Figure 1. Cell outlines without signal wires (run 1).
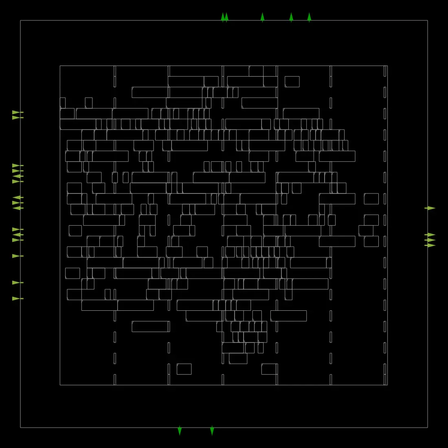
Figure 2. Placed cells, one colour a class (run 1).
Fill, decap, tap and diode cells in grey.
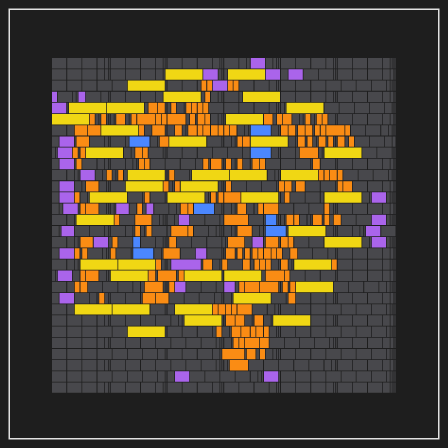
Figure 3. Routed metal per tile (run 1).
Scale bar: 20 um. The die is cut into 21 by 21 equal tiles; black is low, pale yellow is high, scaled to the fullest tile. Values are wire area over tile area, all layers added.
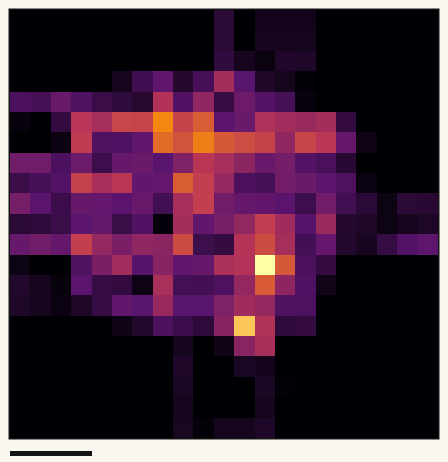
==> src/rtl/bin_to_bcd_seq_if.sv <==
// rtl/bin_to_bcd_seq_if.sv - handshake and result bundle for bin_to_bcd_seq (blank_o with BIN_TO_BCD_BLANK_EN)
interface bin_to_bcd_seq_if #(
  parameter int BIN_W  = 8,
  parameter int DIGITS = 3
);
  logic                  start_i;
  logic [BIN_W-1:0]      bin_i;
  logic                  busy_o;
  logic                  done_o;
  logic [4*DIGITS-1:0]   bcd_o;
  logic                  ovf_o;
`ifdef BIN_TO_BCD_BLANK_EN
  logic [DIGITS-1:0]     blank_o;
`endif

`ifdef BIN_TO_BCD_BLANK_EN
  modport master (output start_i, bin_i, input busy_o, done_o, bcd_o, ovf_o, blank_o);
  modport slave  (input start_i, bin_i, output busy_o, done_o, bcd_o, ovf_o, blank_o);
`else
  modport master (output start_i, bin_i, input busy_o, done_o, bcd_o, ovf_o);
  modport slave  (input start_i, bin_i, output busy_o, done_o, bcd_o, ovf_o);
`endif
endinterface

==> src/rtl/bin_to_bcd_seq.sv <==
// rtl/bin_to_bcd_seq.sv - iterative double-dabble binary-to-BCD converter (blank mask with BIN_TO_BCD_BLANK_EN)
module bin_to_bcd_seq #(
  parameter int BIN_W  = 8,
  parameter int DIGITS = 3
) (
  input logic              clk_i,
  input logic              rst_ni,
  bin_to_bcd_seq_if.slave  bus
);

  // Digits needed to hold any BIN_W-bit value; the accumulator keeps at least
  // one guard digit above DIGITS so every overflowing input is detected.
  localparam int FULL_D = (BIN_W * 301) / 1000 + 1;
  localparam int ACC_D  = (FULL_D > DIGITS + 1) ? FULL_D : DIGITS + 1;
  localparam int ACC_W  = 4 * ACC_D;
  localparam int CNT_W  = $clog2(BIN_W);

  typedef enum logic [1:0] {IDLE, SHIFT, DONE} state_t;

  state_t              state_q, state_d;
  logic [BIN_W-1:0]    sh_q;
  logic [ACC_W-1:0]    acc_q, acc_adj, acc_nx;
  logic [CNT_W-1:0]    cnt_q;
  logic                last_shift, start_ok, busy, done;
  logic                ovf_nx, ovf_q;
  logic [4*DIGITS-1:0] bcd_nx, bcd_q;

  assign last_shift = (state_q == SHIFT) && (cnt_q == CNT_W'(BIN_W - 1));

  // State register
  always_ff @(posedge clk_i or negedge rst_ni) begin
    if (!rst_ni) state_q <= IDLE;
    else         state_q <= state_d;
  end

  // Next state, start acceptance and status outputs
  always_comb begin
    state_d  = state_q;
    start_ok = 1'b0;
    busy     = 1'b0;
    done     = 1'b0;
    case (state_q)
      IDLE: begin
        if (bus.start_i) begin
          state_d  = SHIFT;
          start_ok = 1'b1;
        end
      end
      SHIFT: begin
        busy = 1'b1;
        if (last_shift) state_d = DONE;
      end
      DONE: begin
        done = 1'b1;
        if (bus.start_i) begin
          state_d  = SHIFT;
          start_ok = 1'b1;
        end else begin
          state_d = IDLE;
        end
      end
      default: state_d = IDLE;
    endcase
  end

  // One double-dabble step: add 3 to digits >= 5, then shift in the next binary bit
  always_comb begin
    acc_adj = '0;
    for (int k = 0; k < ACC_D; k++) begin
      acc_adj[4*k +: 4] = (acc_q[4*k +: 4] >= 4'd5) ? acc_q[4*k +: 4] + 4'd3 : acc_q[4*k +: 4];
    end
    acc_nx = (acc_adj << 1) | ACC_W'(sh_q[BIN_W-1]);
    ovf_nx = |acc_nx[ACC_W-1:4*DIGITS];
    bcd_nx = ovf_nx ? {DIGITS{4'h9}} : acc_nx[4*DIGITS-1:0];
  end

`ifdef BIN_TO_BCD_BLANK_EN
  logic [DIGITS-1:0] blank_nx, blank_q;
  logic              all_zero;

  // Leading-zero mask from the top digit down; the units digit always stays lit
  always_comb begin
    blank_nx = '0;
    all_zero = 1'b1;
    for (int k = DIGITS - 1; k >= 1; k--) begin
      all_zero    = all_zero & (acc_nx[4*k +: 4] == 4'd0);
      blank_nx[k] = all_zero & ~ovf_nx;
    end
  end

  // Blank mask is updated together with the BCD result
  always_ff @(posedge clk_i or negedge rst_ni) begin
    if (!rst_ni)         blank_q <= '0;
    else if (last_shift) blank_q <= blank_nx;
  end

  assign bus.blank_o = blank_q;
`endif

  // Shift register, accumulator and bit counter
  always_ff @(posedge clk_i or negedge rst_ni) begin
    if (!rst_ni) begin
      sh_q  <= '0;
      acc_q <= '0;
      cnt_q <= '0;
    end else if (start_ok) begin
      sh_q  <= bus.bin_i;
      acc_q <= '0;
      cnt_q <= '0;
    end else if (state_q == SHIFT) begin
      sh_q  <= sh_q << 1;
      acc_q <= acc_nx;
      cnt_q <= cnt_q + CNT_W'(1);
    end
  end

  // Result registers hold until the next conversion finishes
  always_ff @(posedge clk_i or negedge rst_ni) begin
    if (!rst_ni) begin
      bcd_q <= '0;
      ovf_q <= 1'b0;
    end else if (last_shift) begin
      bcd_q <= bcd_nx;
      ovf_q <= ovf_nx;
    end
  end

  assign bus.busy_o = busy;
  assign bus.done_o = done;
  assign bus.bcd_o  = bcd_q;
  assign bus.ovf_o  = ovf_q;

endmodule
==> src/flat_wrapper.sv <==
// flat-port wrapper written by rule: the top's interface ports become plain ports
module bin_to_bcd_seq_flat 
#(
  parameter int BIN_W  = 8,
  parameter int DIGITS = 3
)
  (clk_i, rst_ni, bus_start_i, bus_bin_i, bus_busy_o, bus_done_o, bus_bcd_o, bus_ovf_o);
  bin_to_bcd_seq_if #(.BIN_W(BIN_W), .DIGITS(DIGITS)) bus_i ();
  input logic clk_i;
  input logic rst_ni;
  input wire logic [$bits(bus_i.start_i)-1:0] bus_start_i;
  input wire logic [$bits(bus_i.bin_i)-1:0] bus_bin_i;
  output wire logic [$bits(bus_i.busy_o)-1:0] bus_busy_o;
  output wire logic [$bits(bus_i.done_o)-1:0] bus_done_o;
  output wire logic [$bits(bus_i.bcd_o)-1:0] bus_bcd_o;
  output wire logic [$bits(bus_i.ovf_o)-1:0] bus_ovf_o;
  assign bus_i.start_i = bus_start_i;
  assign bus_i.bin_i = bus_bin_i;
  assign bus_busy_o = bus_i.busy_o;
  assign bus_done_o = bus_i.done_o;
  assign bus_bcd_o = bus_i.bcd_o;
  assign bus_ovf_o = bus_i.ovf_o;
  bin_to_bcd_seq #(.BIN_W(BIN_W), .DIGITS(DIGITS)) u_core (.clk_i(clk_i), .rst_ni(rst_ni), .bus(bus_i));
endmodule
==> config.mk <==
export PLATFORM = sky130hd
export DESIGN_NAME = bin_to_bcd_seq_flat
export DESIGN_NICKNAME = d
export VERILOG_FILES = /design/src/rtl/bin_to_bcd_seq_if.sv /design/src/rtl/bin_to_bcd_seq.sv /design/src/flat_wrapper.sv
export SDC_FILE = /design/constraint.sdc
export NUM_CORES = 1
export LEC_CHECK = 0
export ABC_AREA = 1
export CAP_MARGIN = 20
export CORE_MARGIN = 10
export CORE_UTILIZATION = 30
export DETAILED_ROUTE_END_ITERATION = 10
export HOLD_SLACK_MARGIN = 0.12
export PLACE_DENSITY = 0.54
export RECOVER_POWER = 50
export SYNTH_ARGS = -nofsm -noshare
export SYNTH_HDL_FRONTEND = slang
export SYNTH_SLANG_ARGS = --single-unit
export TNS_END_PERCENT = 100
==> constraint.sdc <==
create_clock -name clk_i -period 1.7 [get_ports clk_i]
set_input_delay 0.34 -clock clk_i [delete_from_list [all_inputs] [get_ports clk_i]]
set_output_delay 0.34 -clock clk_i [all_outputs]
set_load 0.01 [all_outputs]
==> ci_impl_report.md, run 1 <==
## Implementation flow summary

| Metric | Value |
|---|---|
| Slowest-stage cell, CP | `dfrtp_1` |
| Delay-heaviest family, CP | `simple AND/OR/NAND/NOR gates` |
| PwrDens | `between 2000 and 2500 nW/um2` |
| Number of remaining DRC errors | `0` |
| Top reg by flops | `u_core.acc_q` |
| Worst path arrival time | `1.79 ns` |
| Post-synthesis cell count | `approximately 240` |
| Comb. pwr | `about 2.9 mW` |
| Placed Cells | `between 300 and 400` |
| P_sw | `~2.3 mW` |
| Mapped cell area | `between 2000 and 2500 um2` |
| Seq group | `approximately 1.7 mW` |
| Met3 Wirelength | `around 280 um` |
| Crit path to | `u_core.bus.bcd_o[2]$_DFFE_PN0P_` |
| Logic inverters | `37` |
| Seq cells | `42` |
| Reg-to-reg endpoint | `u_core.bus.bcd_o[2]$_DFFE_PN0P_` |
| Hold Violations, Final | `0` |
| CP peak stage delay | `about 0.4 ns` |
| Crit path max fanout | `4` |
| GRT Util Overall | `0.08774` |
| Area Growth Syn to Fin | `23.24%` |
| Largest area contributor in the netlist | `dfrtp_1` |
| Resize count post-CTS | `2` |
| Clk ins delay skew pair | `around 0.30 ns` |
| Die area | `10830 um2` |
| Critical Path Sink Type | `flop` |
| Cell-internal power | `a little under 3 mW` |
| Max-area cell share | `0.4956` |
| Critical Path Source | `u_core.acc_q[0]$_DFFE_PN0P_` |
| Total wire length | `between 4000 and 5000 um` |
| Ant. Diodes | `0` |
| Gr busiest metal | `met2` |
| Seq/Total Area, Yosys | `0.4956` |
| Synth Area in Simple Gates | `0.1988` |
| Hold buffers post-CTS | `1` |
| Warnings, synthesis | `0` |
| GR Util met1 | `0.1032` |
| # clk buffers | `6` |
| Log Warnings | `30` |
| Mux share | `0.004720` |
| Cts bufs inserted | `5` |
| Status | `finished clean` |
| CTS Root Cell | `clkbuf_8` |
| Syn nets | `roughly 260` |
| Dpl cell area | `about 2500 um2` |
| Clk_skew | `between 0.003 and 0.004 ns` |
| Dominant logic cell types in the final layout | `nand2_1, dfrtp_1, inv_1, clkdlybuf4s50_1, o21ai_0` |
| Post-synth ARST share | `1.000` |
| Combinational power share | `0.544` |
| Synth Area in XOR/XNOR | `0.008260` |
| Post-CTS Setup Inserts | `0` |
| Clock Sinks | `about 42` |
| AO/OA Area Share | `0.1440` |
| Period utilization | `0.9402` |
| Met1 WL | `around 2200 um` |
| Post-synth top cells | `nand2_1, dfrtp_1, inv_1, o21ai_0` |
About Figure 1:
cell row count: 30
Tap Cells: 96
Seq area share: 0.4021
Layout Cells excl Fill: 369

About Figure 2:
| class | colour | cells |
|---|---|---|
| clock drivers and dummy loads | blue | 8 |
| flip-flops | yellow | 42 |
| all other logic | orange | 189 |
| other buffers and delay cells | purple | 34 |
post-route cell area: 2614 um2
Floorplan Core Area: 6832 um2

About Figure 3:
densest ninth of the die: centre
tiles over half the peak: 5.7%
fullest tile: 0.49
mean over tiles: 0.068

Figure 4. Register map, names as in the netlist (run 1).
Other sequential cells in the stronger grey, the rest of the logic in the fainter grey.
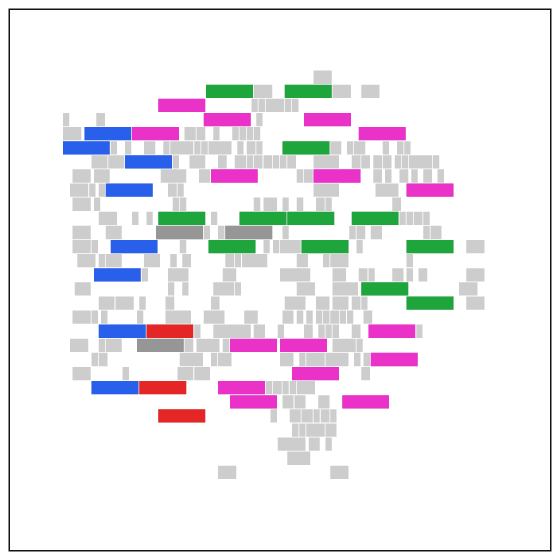

==> inputs of run 2 (changes only) <==
--- a/config.mk
+++ b/config.mk
@@ -8,10 +8,10 @@
 export ABC_AREA = 1
 export CAP_MARGIN = 20
 export CORE_MARGIN = 10
-export CORE_UTILIZATION = 30
+export CORE_UTILIZATION = 50
 export DETAILED_ROUTE_END_ITERATION = 10
 export HOLD_SLACK_MARGIN = 0.12
-export PLACE_DENSITY = 0.54
+export PLACE_DENSITY = 0.79
 export RECOVER_POWER = 50
 export SYNTH_ARGS = -nofsm -noshare
 export SYNTH_HDL_FRONTEND = slang
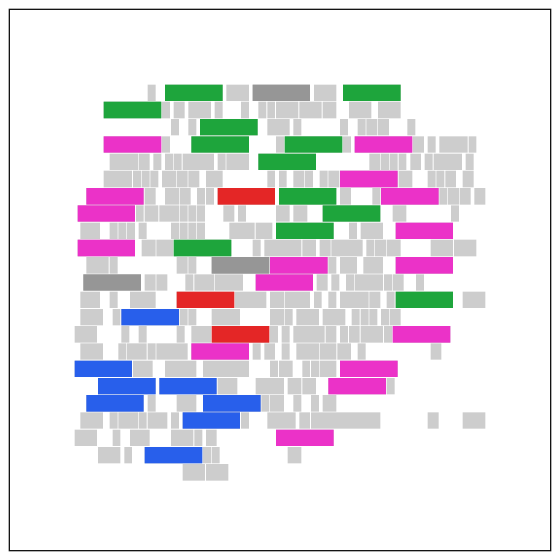
Figure 5: run 2, register map, names as in the netlist.
Other sequential cells in the stronger grey, the rest of the logic in the fainter grey.
| netlist name | colour | sequential cells |
|---|---|---|
| u_core.cnt_q | red | 3 |
| u_core.acc_q | magenta | 16 |
| u_core.sh_q | blue | 8 |
| u_core.bus.bcd_o | green | 12 |

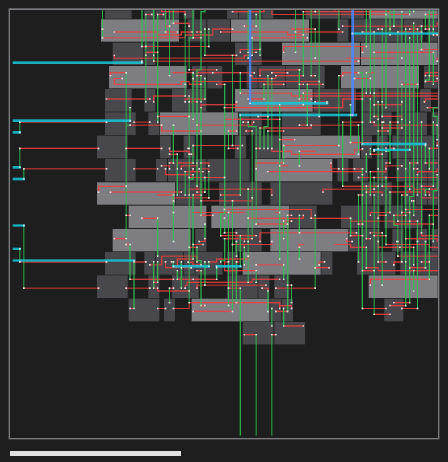
Figure 6: run 2, a small window of the routed layout.
Scale bar: 20 um. Region (0, 0) to (50, 50) um. Cells in grey, sequential cells in the stronger grey; small squares are vias.
| layer | colour |
|---|---|
| met3 | cyan |
| met4 | blue |
| met2 | green |
| met1 | red |
sequential cells in the window: 18
most frequent: dfrtp_1 (18), nand2_1 (16), inv_1 (15)
cells with their middle in the window: 105
netlist names of flops here include: u_core.sh_q (8), u_core.acc_q (5), u_core.cnt_q (2)

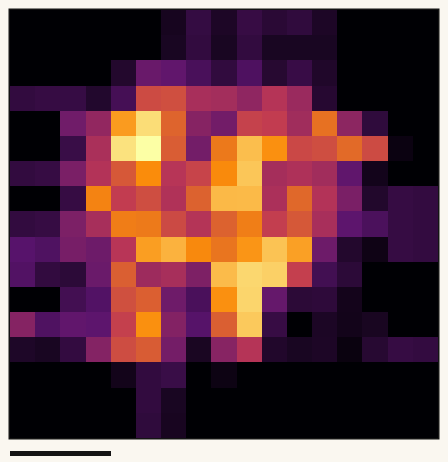
Figure 7: run 2, routed metal per tile.
Scale bar: 20 um. The die is cut into 17 by 17 equal tiles; black is low, pale yellow is high, scaled to the fullest tile. Values are wire area over tile area, all layers added.
mean over tiles: 0.097
densest ninth of the die: centre
fullest tile: 0.40
nearly empty tiles: 34%

==> run 2 against run 1 <==
Against the previous run: global-route usage rose by 4.2 points; largest power group unchanged; power is 1.4% higher; synthesized cell count did not move; synthesized area unchanged; sequential power hardly changed; critical path type unchanged; fmax is 2.3% lower.
==> ci_impl_report.md, run 2 <==
## Implementation flow summary

| Metric | Value |
|---|---|
| Ant. Diodes | `0` |
| Largest area contributor in the netlist | `dfrtp_1` |
| Slowest-stage cell, CP | `dfrtp_1` |
| Placed Cells | `311` |
| Drt first pass iters | `5` |
| GRT Util Overall | `0.1293` |
| Tap Cells | `~50` |
| HP Class | `reg -> reg` |
| Synth Area in Simple Gates | `0.1988` |
| Cell-internal power | `around 3.1 mW` |
| Met3 usage | `0.04589` |
| Die width | `about 85 um` |
| Dpl cell area | `between 2000 and 2500 um2` |
| Period utilization | `0.9621` |
| Critical Path Source | `u_core.acc_q[12]$_DFFE_PN0P_` |
| Seq area share | `0.4106` |
| CTS Root Cell | `clkbuf_8` |
| Warnings, synthesis | `0` |
| Max-area cell share | `0.4956` |
| Layout Cells excl Fill | `between 300 and 400` |
| P_sw | `about 2.2 mW` |
| CP peak stage delay | `about 0.40 ns` |
| Total wire length | `4481 um` |
| Hold Violations, Final | `0` |
| PwrDens | `roughly 2100 nW/um2` |
| Top reg by flops | `u_core.acc_q` |
| Net Sw Frac | `0.4187` |
| FF+latch area | `1051 um2` |
| Hold buffers post-CTS | `1` |
| Clock Sinks | `around 42` |
| Drt via density | `5.224` |
| Gr busiest metal | `met2` |
| AO/OA Area Share | `0.1440` |
| Met1 WL | `between 2000 and 2500 um` |
| Logic inverters | `37` |
| Worst path arrival time | `between 1.5 and 2 ns` |
| Largest net degree at the start of global routing | `23` |
| Critical Path Sink Type | `flop` |
| Crit path to | `u_core.bus.bcd_o[4]$_DFFE_PN0P_` |
| Delay-heaviest family, CP | `simple AND/OR/NAND/NOR gates` |
| # clk buffers | `6` |
| Clk_skew | `between 0.002 and 0.0025 ns` |
| CTS tree | `done` |
| Area Growth Syn to Fin | `20.71%` |
| Post-synth top cells | `nand2_1, dfrtp_1, inv_1, o21ai_0` |
| Mux share | `0.004720` |
| Combinational power share | `0.529` |
| Top logic cell by instance count in the layout | `nand2_1` |
| Cell row count | `23` |
| Comb. pwr | `approximately 2.8 mW` |
| Synth Area in XOR/XNOR | `0.008260` |
| Post-Route Utilization | `0.6309` |
| Vias in the first global route | `roughly 1.7k` |
| Log Warnings | `30` |
| Dominant logic cell types in the final layout | `nand2_1, dfrtp_1, inv_1, clkdlybuf4s50_1, o21ai_0` |
| Path type of the worst setup path | `reg -> reg` |
| Place WS | `about 0.10 ns` |
| Post-synthesis cell count | `approximately 240` |
| Seq group | `around 1.7 mW` |
| Reg-to-reg endpoint | `u_core.bus.bcd_o[4]$_DFFE_PN0P_` |
| Mapped cell area | `roughly 2100 um2` |
| Die area | `between 7000 and 8000 um2` |
| Met3 Wirelength | `roughly 220 um` |
| Syn nets | `between 200 and 300` |
| GR Util met1 | `0.1576` |
| First-pass GRT wire length | `just under 8000 um` |
| Number of remaining DRC errors | `0` |
| Crit path max fanout | `7` |
| Post-route cell area | `roughly 2600 um2` |
| Clk ins delay skew pair | `~0.29 ns` |
| Post-synth ARST share | `1.000` |
| Seq/Total Area, Yosys | `0.4956` |
| Resize count post-CTS | `2` |
| Cts bufs inserted | `5` |
| Floorplan Core Area | `roughly 4000 um2` |
| Post-CTS Setup Inserts | `0` |
| Die height | `85.13 um` |
| Status | `finished clean` |
| Seq cells | `roughly 42` |
Power figures rest on the tool's default switching activity, not on a simulated workload.
